[src/rtl/issue_rat_redeemq_pkg.sv]
// Shared issue-stage definitions for the PRF reclaim queue.
package issue_rat_redeemq_pkg;

   localparam int unsigned PRF_W         = 6;
   localparam int unsigned REDEEMQ_DEPTH = 8;
   localparam int unsigned REDEEMQ_PTR_W = $clog2(REDEEMQ_DEPTH);

   typedef logic [PRF_W-1:0] prf_idx_t;

   // PRF 0 is hardwired to x0 and is never returned to the free list
   localparam prf_idx_t PRF_ZERO = PRF_W'(0);

endpackage

[src/rtl/issue_rat_redeemq_if.sv]
// Retire-to-free-list reclaim bus: 2-wide retire release in, 1-wide redeem out.
interface issue_rat_redeemq_if
   import issue_rat_redeemq_pkg::*;
#(
   parameter int unsigned PTR_W = REDEEMQ_PTR_W
) ();

   prf_idx_t       i_retire_prf0;
   logic           i_retire_valid0;
   prf_idx_t       i_retire_prf1;
   logic           i_retire_valid1;
   logic           o_retire_ready;

   prf_idx_t       o_redeemed_prf;
   logic           o_redeemed_valid;
   logic           i_redeemed_ready;

   logic [PTR_W:0] o_count;

   // Retire/free-list side driving the queue
   modport master (
      output i_retire_prf0, i_retire_valid0, i_retire_prf1, i_retire_valid1,
      output i_redeemed_ready,
      input  o_retire_ready, o_redeemed_prf, o_redeemed_valid, o_count
   );

   // The reclaim queue itself
   modport slave (
      input  i_retire_prf0, i_retire_valid0, i_retire_prf1, i_retire_valid1,
      input  i_redeemed_ready,
      output o_retire_ready, o_redeemed_prf, o_redeemed_valid, o_count
   );

endinterface

[src/rtl/issue_rat_redeemq.sv]
// Reclaim queue: absorbs up to two stale PRF indices per cycle from retire,
// drops PRF 0, and hands them to the free list one per cycle in FIFO order.
module issue_rat_redeemq
   import issue_rat_redeemq_pkg::*;
#(
   parameter int unsigned DEPTH = REDEEMQ_DEPTH
) (
   input  logic                clk,
   input  logic                reset,
   issue_rat_redeemq_if.slave  bus
);

   localparam int unsigned PTR_W = $clog2(DEPTH);
   localparam int unsigned CNT_W = PTR_W + 1;

   // Storage carries no reset; only the pointers define what is live
   prf_idx_t          mem_q [DEPTH];

   logic [CNT_W-1:0]  wptr_q, wptr_d;
   logic [CNT_W-1:0]  rptr_q, rptr_d;
   logic [CNT_W-1:0]  count_c;
   logic              ready_c;
   logic              valid_c;
   logic              acc0_c, acc1_c;
   logic              deq_c;
   logic [PTR_W-1:0]  widx0_c, widx1_c;
   logic [PTR_W-1:0]  ridx_c;

   // Occupancy, ready and accept/dequeue decisions from registered state only
   always_comb begin
      count_c = wptr_q - rptr_q;
      ready_c = (count_c <= CNT_W'(DEPTH - 2));
      valid_c = (count_c != '0);
      acc0_c  = bus.i_retire_valid0 & ready_c & (bus.i_retire_prf0 != PRF_ZERO);
      acc1_c  = bus.i_retire_valid1 & ready_c & (bus.i_retire_prf1 != PRF_ZERO);
      deq_c   = valid_c & bus.i_redeemed_ready;
      ridx_c  = rptr_q[PTR_W-1:0];
   end

   // Two-wide write mux: slot 1 lands behind slot 0 only when slot 0 was taken
   always_comb begin
      widx0_c = wptr_q[PTR_W-1:0];
      widx1_c = widx0_c;
      if (acc0_c) begin
         widx1_c = widx0_c + PTR_W'(1);
      end
   end

   // Pointer next-state; index slices wrap naturally across the array end
   always_comb begin
      wptr_d = wptr_q + CNT_W'(acc0_c) + CNT_W'(acc1_c);
      rptr_d = rptr_q + CNT_W'(deq_c);
   end

   // Pointer registers
   always_ff @(posedge clk or negedge reset) begin
      if (!reset) begin
         wptr_q <= '0;
         rptr_q <= '0;
      end else begin
         wptr_q <= wptr_d;
         rptr_q <= rptr_d;
      end
   end

   // Entry storage; the two write indices never collide when both slots accept
   always_ff @(posedge clk) begin
      if (acc0_c) begin
         mem_q[widx0_c] <= bus.i_retire_prf0;
      end
      if (acc1_c) begin
         mem_q[widx1_c] <= bus.i_retire_prf1;
      end
   end

   // Show-ahead head and status straight from the registers
   always_comb begin
      bus.o_count          = count_c;
      bus.o_retire_ready   = ready_c;
      bus.o_redeemed_valid = valid_c;
      bus.o_redeemed_prf   = valid_c ? mem_q[ridx_c] : PRF_ZERO;
   end

endmodule

[src/flat_wrapper.sv]
// flat-port wrapper written by rule: the top's interface ports become plain ports
module issue_rat_redeemq_flat import issue_rat_redeemq_pkg::*;
#(
   parameter int unsigned DEPTH = REDEEMQ_DEPTH
)
  (clk, reset, bus_i_retire_prf0, bus_i_retire_valid0, bus_i_retire_prf1, bus_i_retire_valid1, bus_i_redeemed_ready, bus_o_retire_ready, bus_o_redeemed_prf, bus_o_redeemed_valid, bus_o_count);
  issue_rat_redeemq_if bus_i ();
  input  logic clk;
  input  logic reset;
  input wire logic [$bits(bus_i.i_retire_prf0)-1:0] bus_i_retire_prf0;
  input wire logic [$bits(bus_i.i_retire_valid0)-1:0] bus_i_retire_valid0;
  input wire logic [$bits(bus_i.i_retire_prf1)-1:0] bus_i_retire_prf1;
  input wire logic [$bits(bus_i.i_retire_valid1)-1:0] bus_i_retire_valid1;
  input wire logic [$bits(bus_i.i_redeemed_ready)-1:0] bus_i_redeemed_ready;
  output wire logic [$bits(bus_i.o_retire_ready)-1:0] bus_o_retire_ready;
  output wire logic [$bits(bus_i.o_redeemed_prf)-1:0] bus_o_redeemed_prf;
  output wire logic [$bits(bus_i.o_redeemed_valid)-1:0] bus_o_redeemed_valid;
  output wire logic [$bits(bus_i.o_count)-1:0] bus_o_count;
  assign bus_i.i_retire_prf0 = bus_i_retire_prf0;
  assign bus_i.i_retire_valid0 = bus_i_retire_valid0;
  assign bus_i.i_retire_prf1 = bus_i_retire_prf1;
  assign bus_i.i_retire_valid1 = bus_i_retire_valid1;
  assign bus_i.i_redeemed_ready = bus_i_redeemed_ready;
  assign bus_o_retire_ready = bus_i.o_retire_ready;
  assign bus_o_redeemed_prf = bus_i.o_redeemed_prf;
  assign bus_o_redeemed_valid = bus_i.o_redeemed_valid;
  assign bus_o_count = bus_i.o_count;
  issue_rat_redeemq #(.DEPTH(DEPTH)) u_core (.clk(clk), .reset(reset), .bus(bus_i));
endmodule
[config.mk]
export PLATFORM = sky130hd
export DESIGN_NAME = issue_rat_redeemq_flat
export DESIGN_NICKNAME = d
export VERILOG_FILES = /design/src/rtl/issue_rat_redeemq_pkg.sv /design/src/rtl/issue_rat_redeemq_if.sv /design/src/rtl/issue_rat_redeemq.sv /design/src/flat_wrapper.sv
export SDC_FILE = /design/constraint.sdc
export NUM_CORES = 1
export LEC_CHECK = 0
export CORE_MARGIN = 1.5
export CORE_UTILIZATION = 48
export CTS_BUF_LIST = sky130_fd_sc_hd__clkbuf_16
export DETAILED_ROUTE_END_ITERATION = 10
export PLACE_DENSITY = 0.67
export SLEW_MARGIN = 20
export SYNTH_ARGS = -nofsm -noshare
export SYNTH_HDL_FRONTEND = slang
export SYNTH_SLANG_ARGS = --single-unit
[constraint.sdc]
create_clock -name clk -period 8.2 [get_ports clk]
set_input_delay 1.64 -clock clk [delete_from_list [all_inputs] [get_ports clk]]
set_output_delay 1.64 -clock clk [all_outputs]
set_load 0.05 [all_outputs]
Fig. 1: met2 routing
The bar under the picture is 20 um long.
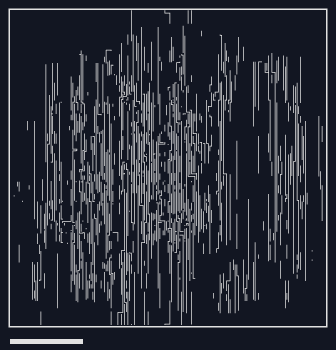
share of all routed wire	44%
main direction	vertical
longest straight run	52.2 um
nets with wire on the layer	294
wire length on this layer	4,150 um
met2 Use GR: 39.96%
wire length reported by the detailed router: 9489 um
routed via count: 2,740

Fig. 2: cell placement
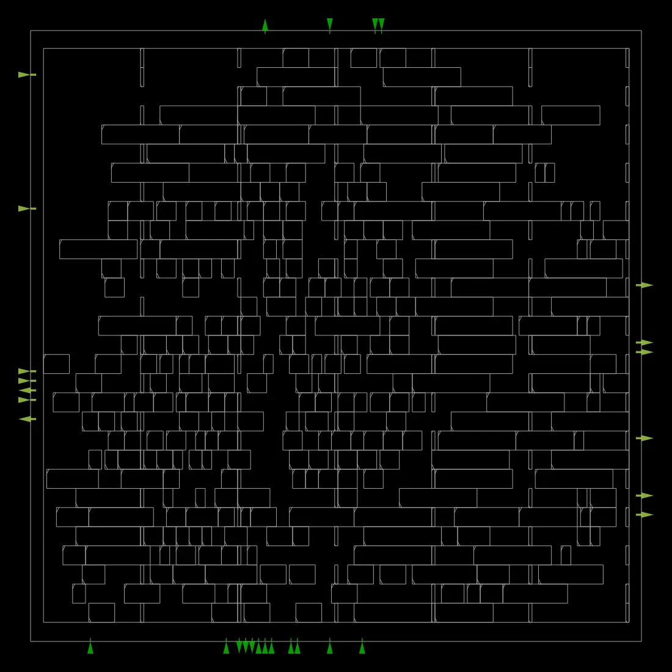
row cnt: 30
final core utilization: 56.65%

==> results.env <==
SYNTH_DOMINANT_CELL_COUNT='sky130_fd_sc_hd__o211ai_1'
POST_SYNTH_MOST_FREQUENT_CELLS='54 x sky130_fd_sc_hd__o211ai_1, 48 x sky130_fd_sc_hd__edfxtp_1, 28 x sky130_fd_sc_hd__nand4_1, 17 x sky130_fd_sc_hd__nand3_1, 16 x sky130_fd_sc_hd__nand2_1'
CLKCELLAREAFRAC_PCT=3.804
FINAL_NETS=335
DP_HPWL_UM=6796
TIMING.FINAL.HOLD_VIOLATIONS=0
AVGSYNTHCELLAREA_UM2=11.60
POSTLAYOUTSETUPSLACKWORST_NS=2.546
GRT_BUSIEST_LAYER='met2'
OUTCOME='completed'
WHS_PATH_DEPTH=1
PATH_MAX_FANOUT=14
TOOL_WARNING_COUNT=26
CTS_TREE='done'
N_FILL_CELL=567
TOP_LAYOUT_CELLS='54 x sky130_fd_sc_hd__o211ai_1, 48 x sky130_fd_sc_hd__edfxtp_1, 28 x sky130_fd_sc_hd__nand4_1, 28 x sky130_fd_sc_hd__clkdlybuf4s50_1, 17 x sky130_fd_sc_hd__nand3_1'
CPPEAKSTAGEDELAY_NS=0.79
STARTPOINT_TYPE='register'
TOP_AREA_SHARE_PCT=42.70
WORST-PATH-STAGES=9
SYN_AREA_UM2=3376
WORST-ENDPOINT-ARRIVAL_NS=4.01
FINAL-SETUP-VIOL-COUNT=0
CLKSINKCOUNT=56
PERIOD_USED_PCT=68.95
GRT_PASS1_VIAS=2623
FINAL.SETUP.TNS_NS=0
SYN_INST=291
VIA_PER_INST=6.749
REQUIRED_NS=6.56
PLACE_CONGESTION=0.9308
YS_ASYNC_SR_FRACTION_PCT=14.29
SIMPLE_GATE_SHARE_PCT=15.86
NUMCTSBUFFERS=5
WORST_SKEW_PAIR.LATE_LATENCY_NS=0.30
FLOW.AREA_GROWTH_FROM_SYNTHESIS_PCT=14.01
POST_SYNTH_MAIN_LOGIC_FAMILY='AND-OR/OR-AND gates'
TOP_REGS='u_core.mem_q: 48 flops, u_core.rptr_q: 4 flops, u_core.wptr_q: 4 flops'
YS.WARNINGS.COUNT=0
CAP_VIOL_MAX_COUNT=0
ENABLE_FLOP_CELLS=48
INSTANCES_NO_FILL=406
GRT_USE_MET3_PCT=5.403
WELL_TAP_COUNT=96
N_ANTENNA_CELL=0
CORE_UM2=6794
CP_TOP_FAMILY='buffers and inverters'
TOP_AREA_CELL_CLASS='flip-flops and latches'
NUM-NONCLK-INVERTERS=9
SYNTH.TOP_CELLS.BY_AREA='sky130_fd_sc_hd__edfxtp_1 43%, sky130_fd_sc_hd__o211ai_1 12%, sky130_fd_sc_hd__mux4_2 8.0%, sky130_fd_sc_hd__dfrtp_1 5.9%, sky130_fd_sc_hd__nand4_1 5.2%'
GRT_USAGE_PCT=27.07
DRV_SLEW=0
CLOCK-ROOT-BUFFER='sky130_fd_sc_hd__clkbuf_16'
CTS_RESIZED=0
CPMAXSTAGEDELAYCELL='sky130_fd_sc_hd__nor4_2'
CTS_MAX_LEVEL=2
POSTCTSSETUPBUFFERS=0
SYNTHADDERAREAFRAC_PCT=3.781
RSZ_0062_RAISED_AFTER_GLOBAL_ROUTING='no'
VIOLATION_COUNT_AFTER_THE_FIRST_DETAILED_ROUTE_ITERATION=274
CLOCK_SKEW_NS=0.007074
SYNTH_SEQUENTIAL_AREA_RATIO_PCT=48.63
CLOCK_BUFFER_COUNT=5
PLACE_WS_NS=2.841
CPMOSTUSEDCELL='sky130_fd_sc_hd__a21oi_1'
DRCVIOLATIONCOUNT=0
WORSTSETUPENDPOINTTYPE='output port'
MET2_LENGTH_UM=4152
YOSYS-MUX-AREA-FRACTION_PCT=8.006
ANTENNA_FOUND_INITIAL=0
AREA.SHARE.SEQUENTIAL_PCT=42.65
DIE.SIZE.Y_UM=86.86
IO_BUFFERS=28
SYNTHFLOPTYPE='sky130_fd_sc_hd__edfxtp_1'
Fig. 3: cell classes on the final placement
The bar under the picture is 20 um long. Fill, decap, tap and diode cells in gray.
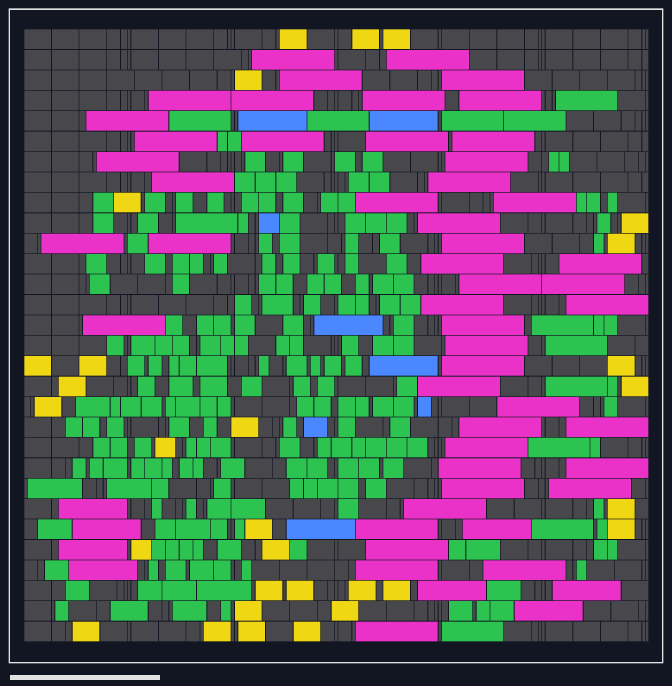
color	class	cells	share of their area
green	all other logic	216	44%
yellow	other buffers and delay cells	30	7.9%
blue	clock drivers and dummy loads	8	3.9%
magenta	flip-flops	56	44%

